<file path="config.mk">
export PLATFORM = sky130hd
export DESIGN_NAME = wta_fire_ctrl_flat
export DESIGN_NICKNAME = d
export VERILOG_FILES = /design/src/rtl/wta_fire_ctrl_if.sv /design/src/rtl/wta_fire_ctrl.sv /design/src/flat_wrapper.sv
export SDC_FILE = /design/constraint.sdc
export NUM_CORES = 1
export LEC_CHECK = 0
export CAP_MARGIN = 20
export CORE_UTILIZATION = 25
export DETAILED_ROUTE_END_ITERATION = 7
export GPL_ROUTABILITY_DRIVEN = 0
export SLEW_MARGIN = 0
export SYNTH_ARGS = -nofsm -noshare
export SYNTH_HDL_FRONTEND = slang
export SYNTH_SLANG_ARGS = --single-unit
export TNS_END_PERCENT = 10
</file>
<file path="constraint.sdc">
create_clock -name i_clk -period 40.9 [get_ports i_clk]
set_input_delay 4.09 -clock i_clk [delete_from_list [all_inputs] [get_ports i_clk]]
set_output_delay 4.09 -clock i_clk [all_outputs]
set_load 0.03 [all_outputs]
</file>
<file path="src/rtl/wta_fire_ctrl_if.sv">
// Bundle of the winner-take-all controller's datapath and handshake signals.
//   master : the side that drives the layer inputs and the report back-pressure
//            (i_enable, i_event, i_nout, i_ready) and observes everything else.
//   slave  : wta_fire_ctrl itself.
// Signal names keep the original controller port names.
interface wta_fire_ctrl_if #(
  parameter int unsigned p_neurons = 8,
  parameter int unsigned p_inputs  = 42,
  parameter int unsigned p_vwidth  = 22,
  parameter int unsigned p_cntw    = 16
);
  logic                          i_enable;
  logic [p_inputs-1:0]           i_event;
  logic [p_inputs-1:0]           o_event;
  logic [p_neurons*p_vwidth-1:0] i_nout;
  logic [p_neurons-1:0]          o_spike;
  logic [2:0]                    o_winner;
  logic                          o_valid;
  logic                          i_ready;
  logic                          o_ovf;
  logic                          o_nrst_n;
  logic                          o_busy;
  logic [p_cntw-1:0]             o_fire_cnt;

  modport master (
    output i_enable, i_event, i_nout, i_ready,
    input  o_event, o_spike, o_winner, o_valid, o_ovf, o_nrst_n, o_busy,
           o_fire_cnt
  );

  modport slave (
    input  i_enable, i_event, i_nout, i_ready,
    output o_event, o_spike, o_winner, o_valid, o_ovf, o_nrst_n, o_busy,
           o_fire_cnt
  );
endinterface

</file>
<file path="src/rtl/wta_fire_ctrl.sv">
// Winner-take-all firing controller for an 8-neuron spiking layer.
//
// Gates raw input events into the neurons while listening, watches every
// neuron output (non-zero = at/above threshold), picks the largest one
// (lowest index on a tie), emits a one-hot spike, then pulses the
// neuron/synapse clear and holds a refractory period with inputs masked.
// The winner index is reported through a valid/ready handshake.
//
// Ports:
//   i_clk    clock
//   i_rst_n  synchronous active-low reset
//   bus      wta_fire_ctrl_if.slave:
//     i_enable   1 = run, 0 = finish the current sequence then idle
//     i_event    raw input spikes        -> o_event  gated spikes (combinational)
//     i_nout     packed neuron outputs, neuron n in [(n+1)*p_vwidth-1 : n*p_vwidth]
//     o_spike    one-hot fire pulse (one cycle)
//     o_winner / o_valid / i_ready   winner report handshake
//     o_ovf      sticky: a fire happened while the previous report was pending
//     o_nrst_n   active-low clear to neuron/synapse state (p_clr cycles)
//     o_busy     high in FIRE, CLEAR and REFRAC
//     o_fire_cnt saturating count of fires
//
// o_winner is 3 bits wide, so p_neurons must stay 8.
module wta_fire_ctrl #(
  parameter int unsigned p_neurons = 8,
  parameter int unsigned p_inputs  = 42,
  parameter int unsigned p_vwidth  = 22,
  parameter int unsigned p_clr     = 2,
  parameter int unsigned p_refrac  = 16,
  parameter int unsigned p_cntw    = 16
) (
  input  logic i_clk,
  input  logic i_rst_n,
  wta_fire_ctrl_if.slave bus
);

  // One down-counter serves both the clear and the refractory phases.
  localparam int unsigned c_max = (p_clr > p_refrac) ? p_clr : p_refrac;
  localparam int unsigned c_cw  = $clog2(c_max + 1);

  typedef enum logic [2:0] {
    ST_IDLE,
    ST_LISTEN,
    ST_FIRE,
    ST_CLEAR,
    ST_REFRAC
  } state_t;

  state_t                state;
  logic [2:0]            win_r;
  logic [c_cw-1:0]       cnt;
  logic [p_neurons-1:0]  spike_r;
  logic [2:0]            winner_r;
  logic                  valid_r;
  logic                  ovf_r;
  logic                  nrst_n_r;
  logic [p_cntw-1:0]     fire_cnt_r;

  // Winner selection
  logic [p_vwidth-1:0]   cur_val;
  logic [p_vwidth-1:0]   best_val;
  logic [2:0]            best_idx;
  logic                  any_cand;

  // Strict '>' while scanning upward keeps the lowest index on a tie.
  always_comb begin
    cur_val  = '0;
    best_val = '0;
    best_idx = '0;
    any_cand = 1'b0;
    for (int unsigned n = 0; n < p_neurons; n++) begin
      cur_val = bus.i_nout[n*p_vwidth +: p_vwidth];
      if ((cur_val != '0) && (!any_cand || (cur_val > best_val))) begin
        best_val = cur_val;
        best_idx = 3'(n);
        any_cand = 1'b1;
      end
    end
  end

  // Controller FSM and registered outputs
  always_ff @(posedge i_clk) begin
    if (!i_rst_n) begin
      state      <= ST_IDLE;
      win_r      <= '0;
      cnt        <= '0;
      spike_r    <= '0;
      winner_r   <= '0;
      valid_r    <= 1'b0;
      ovf_r      <= 1'b0;
      nrst_n_r   <= 1'b1;
      fire_cnt_r <= '0;
    end else begin
      // Report consumed; a FIRE in the same cycle overrides this below.
      if (valid_r && bus.i_ready) begin
        valid_r <= 1'b0;
      end

      case (state)
        ST_IDLE: begin
          if (bus.i_enable) begin
            state <= ST_LISTEN;
          end
        end

        ST_LISTEN: begin
          if (!bus.i_enable) begin
            state <= ST_IDLE;
          end else if (any_cand) begin
            win_r   <= best_idx;
            // Loaded here so the spike is visible during the FIRE cycle.
            spike_r <= p_neurons'(1) << best_idx;
            state   <= ST_FIRE;
          end
        end

        ST_FIRE: begin
          spike_r <= '0;
          if (fire_cnt_r != '1) begin
            fire_cnt_r <= fire_cnt_r + 1'b1;
          end
          if (!valid_r || bus.i_ready) begin
            winner_r <= win_r;
            valid_r  <= 1'b1;
          end else begin
            ovf_r <= 1'b1;
          end
          nrst_n_r <= 1'b0;
          cnt      <= c_cw'(p_clr - 1);
          state    <= ST_CLEAR;
        end

        ST_CLEAR: begin
          if (cnt == '0) begin
            nrst_n_r <= 1'b1;
            if (p_refrac == 0) begin
              state <= bus.i_enable ? ST_LISTEN : ST_IDLE;
            end else begin
              cnt   <= c_cw'(p_refrac - 1);
              state <= ST_REFRAC;
            end
          end else begin
            cnt <= cnt - 1'b1;
          end
        end

        ST_REFRAC: begin
          if (cnt == '0) begin
            state <= bus.i_enable ? ST_LISTEN : ST_IDLE;
          end else begin
            cnt <= cnt - 1'b1;
          end
        end

        default: begin
          state <= ST_IDLE;
        end
      endcase
    end
  end

  assign bus.o_event    = ((state == ST_LISTEN) && bus.i_enable) ? bus.i_event : '0;
  assign bus.o_busy     = (state == ST_FIRE) || (state == ST_CLEAR) || (state == ST_REFRAC);
  assign bus.o_spike    = spike_r;
  assign bus.o_winner   = winner_r;
  assign bus.o_valid    = valid_r;
  assign bus.o_ovf      = ovf_r;
  assign bus.o_nrst_n   = nrst_n_r;
  assign bus.o_fire_cnt = fire_cnt_r;

endmodule
</file>
<file path="src/flat_wrapper.sv">
// flat-port wrapper written by rule: the top's interface ports become plain ports
module wta_fire_ctrl_flat 
#(
  parameter int unsigned p_neurons = 8,
  parameter int unsigned p_inputs  = 42,
  parameter int unsigned p_vwidth  = 22,
  parameter int unsigned p_clr     = 2,
  parameter int unsigned p_refrac  = 16,
  parameter int unsigned p_cntw    = 16
)
  (i_clk, i_rst_n, bus_i_enable, bus_i_event, bus_i_nout, bus_i_ready, bus_o_event, bus_o_spike, bus_o_winner, bus_o_valid, bus_o_ovf, bus_o_nrst_n, bus_o_busy, bus_o_fire_cnt);
  wta_fire_ctrl_if #(.p_neurons(p_neurons), .p_inputs(p_inputs), .p_vwidth(p_vwidth), .p_cntw(p_cntw)) bus_i ();
  input  logic i_clk;
  input  logic i_rst_n;
  input wire logic [$bits(bus_i.i_enable)-1:0] bus_i_enable;
  input wire logic [$bits(bus_i.i_event)-1:0] bus_i_event;
  input wire logic [$bits(bus_i.i_nout)-1:0] bus_i_nout;
  input wire logic [$bits(bus_i.i_ready)-1:0] bus_i_ready;
  output wire logic [$bits(bus_i.o_event)-1:0] bus_o_event;
  output wire logic [$bits(bus_i.o_spike)-1:0] bus_o_spike;
  output wire logic [$bits(bus_i.o_winner)-1:0] bus_o_winner;
  output wire logic [$bits(bus_i.o_valid)-1:0] bus_o_valid;
  output wire logic [$bits(bus_i.o_ovf)-1:0] bus_o_ovf;
  output wire logic [$bits(bus_i.o_nrst_n)-1:0] bus_o_nrst_n;
  output wire logic [$bits(bus_i.o_busy)-1:0] bus_o_busy;
  output wire logic [$bits(bus_i.o_fire_cnt)-1:0] bus_o_fire_cnt;
  assign bus_i.i_enable = bus_i_enable;
  assign bus_i.i_event = bus_i_event;
  assign bus_i.i_nout = bus_i_nout;
  assign bus_i.i_ready = bus_i_ready;
  assign bus_o_event = bus_i.o_event;
  assign bus_o_spike = bus_i.o_spike;
  assign bus_o_winner = bus_i.o_winner;
  assign bus_o_valid = bus_i.o_valid;
  assign bus_o_ovf = bus_i.o_ovf;
  assign bus_o_nrst_n = bus_i.o_nrst_n;
  assign bus_o_busy = bus_i.o_busy;
  assign bus_o_fire_cnt = bus_i.o_fire_cnt;
  wta_fire_ctrl #(.p_neurons(p_neurons), .p_inputs(p_inputs), .p_vwidth(p_vwidth), .p_clr(p_clr), .p_refrac(p_refrac), .p_cntw(p_cntw)) u_core (.i_clk(i_clk), .i_rst_n(i_rst_n), .bus(bus_i));
endmodule
</file>
Fig. 1: register map, names as in the netlist
Drawn at 2 px/µm. Other sequential cells in the stronger gray, the rest of the logic in the fainter gray.
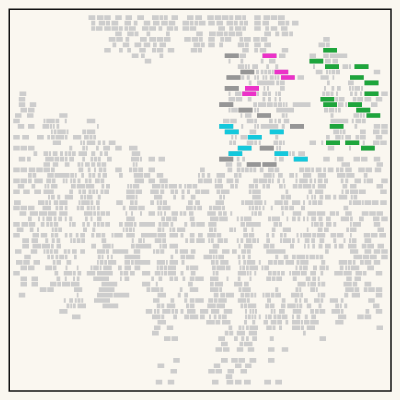
green -> `u_core.bus.o_fire_cnt`  # placed flops 16, where north-east
magenta -> `u_core.cnt`  # placed flops 5
cyan -> `u_core.bus.o_spike`  # placed flops 8

Fig. 2: port wiring
Drawn at 2 px/µm.
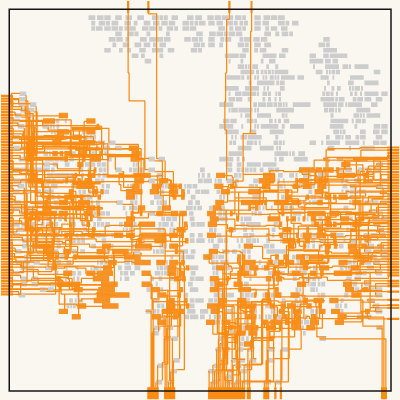
orange -> `bus_i_nout`  # direction input, end cells 420, buffers 176, wire 12500 µm

Fig. 3: clock nets
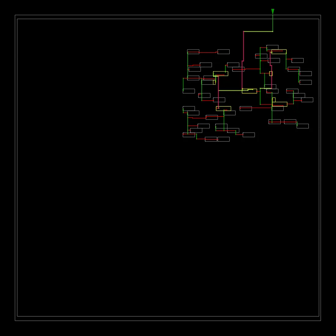
clk_skew: 3.41 ps
Clock net power: 0.0000378 W

per-stage QoR:
| step | total power [W] | instance area (µm²) | worst slack [ps] | hold slack, ps |
|---|---|---|---|---|
| 2_1_floorplan | 0.000360 | 8850 | 22450 | 421 |
| 3_3_place_gp | 0.000476 | 12200 | 18770 | 432 |
| 3_5_place_dp | 0.000486 | 12200 | 18230 | 437 |
| 4_1_cts | 0.000526 | 12300 | 18490 | 450 |
| 5_1_grt | 0.000591 | 12400 | 16970 | 491 |
| 6_report | 0.000538 | 12400 | 18360 | 449 |
cell type report:
class	count	area share
multi-input combinational	1040	0.611
timing repair buffer	306	0.247
sequential	41	0.0664
tap	455	0.0461
inverter	61	0.0185
clock buffer	6	0.0104
clock inverter	2	0.000810
final timing paths:
path,slack (ps),cells after the start,to,start
setup / recovery,18360,60,u_core.bus.o_spike[0],bus_i_nout[11]
hold / removal,450,2,u_core.cnt[4],u_core.cnt[4]
setup reg to reg,38320,7,u_core.bus.o_fire_cnt[6],u_core.state[1]
hold reg to reg,450,2,u_core.cnt[4],u_core.cnt[4]
kinds of logic (layout without fill, tap and decap cells):
logic type      after synthesis  in the layout
simple gates                462            462
compound gates              381            381
fa+ha+maj                   156            156
buf+inv                     131            375
flops                        41             41
mux                          26             26
xor+xnor                     15             15
worst max-delay path, delay by kind of cell:
family          cells  cell delay [ps]
buf+inv             7             2210
compound gates     28             8240
fa+ha+maj           7             2070
simple gates       17             5750
mux                 1              310
metal layers:
| layer | up-vias | track usage | routed length, µm |
|---|---|---|---|
| li1 | 5138 | - | - |
| met4 | 14 | 0.0538 | 860 |
| met5 | - | 0 | 91 |
| met2 | 541 | 0.316 | 16500 |
| met1 | 4910 | 0.276 | 16600 |
| met3 | 68 | 0.0382 | 3520 |
==> job_summary.md <==
### Metrics collected by this job

| Metric | Value |
|---|---|
| PostCTS Resize Cnt | 0 |
| Seq/Total Area, Yosys | 0.0928 |
| MI comb area | 7540 µm² |
| Share of total power in combinational logic | 0.847 |
| Sequential cell power | 0.0000443 W |
| Cell Rows | 68 |
| Switching portion of total power | 0.540 |
| CTS Root Cell | clkbuf_16 |
| Final Hold Violating Endpoints | 0 |
| Synthesis area per yosys | 8850 µm² |
| Total Wirelength | 37.5 mm |
| Setup bufs post-CTS | 0 |
| CP Data Required Time | 41090 ps |
| Leakage | 4.85 nW |
| Post-synth mux share | 0.0501 |
| Post-synth area hogs | ha_1 22%, dfxtp_1 9.3%, o21ai_0 5.1% |
| Critical path's slowest cell | and2_1 |
| Floorplan Utilization | 0.255 |
| Status | finished, final reports clean |
| Sw power | 0.000290 W |
| Async SR Flop Fraction | 0 |
| I/O Buffers | 294 |
| Skew-Pair Late Insertion Delay | 280 ps |
| CP Max Fanout | 47 |
| Clock power share | 0.070 |
| Synthesized area | 8850 µm² |
| Flip-flops with a built-in enable | 0 |
| H-tree depth | 2 |
| Die height | 190 µm |
| Core box area | 34700 µm² |
| WS Path Type | in -> reg |
| CP max stage delay | 950 ps |
| FMAX | 44.4 MHz |
| Max-slew violations | 0 |
| YS warnings | 0 |
| Setup violations, final | 0 |
Power is estimated from default activity; no workload was simulated.
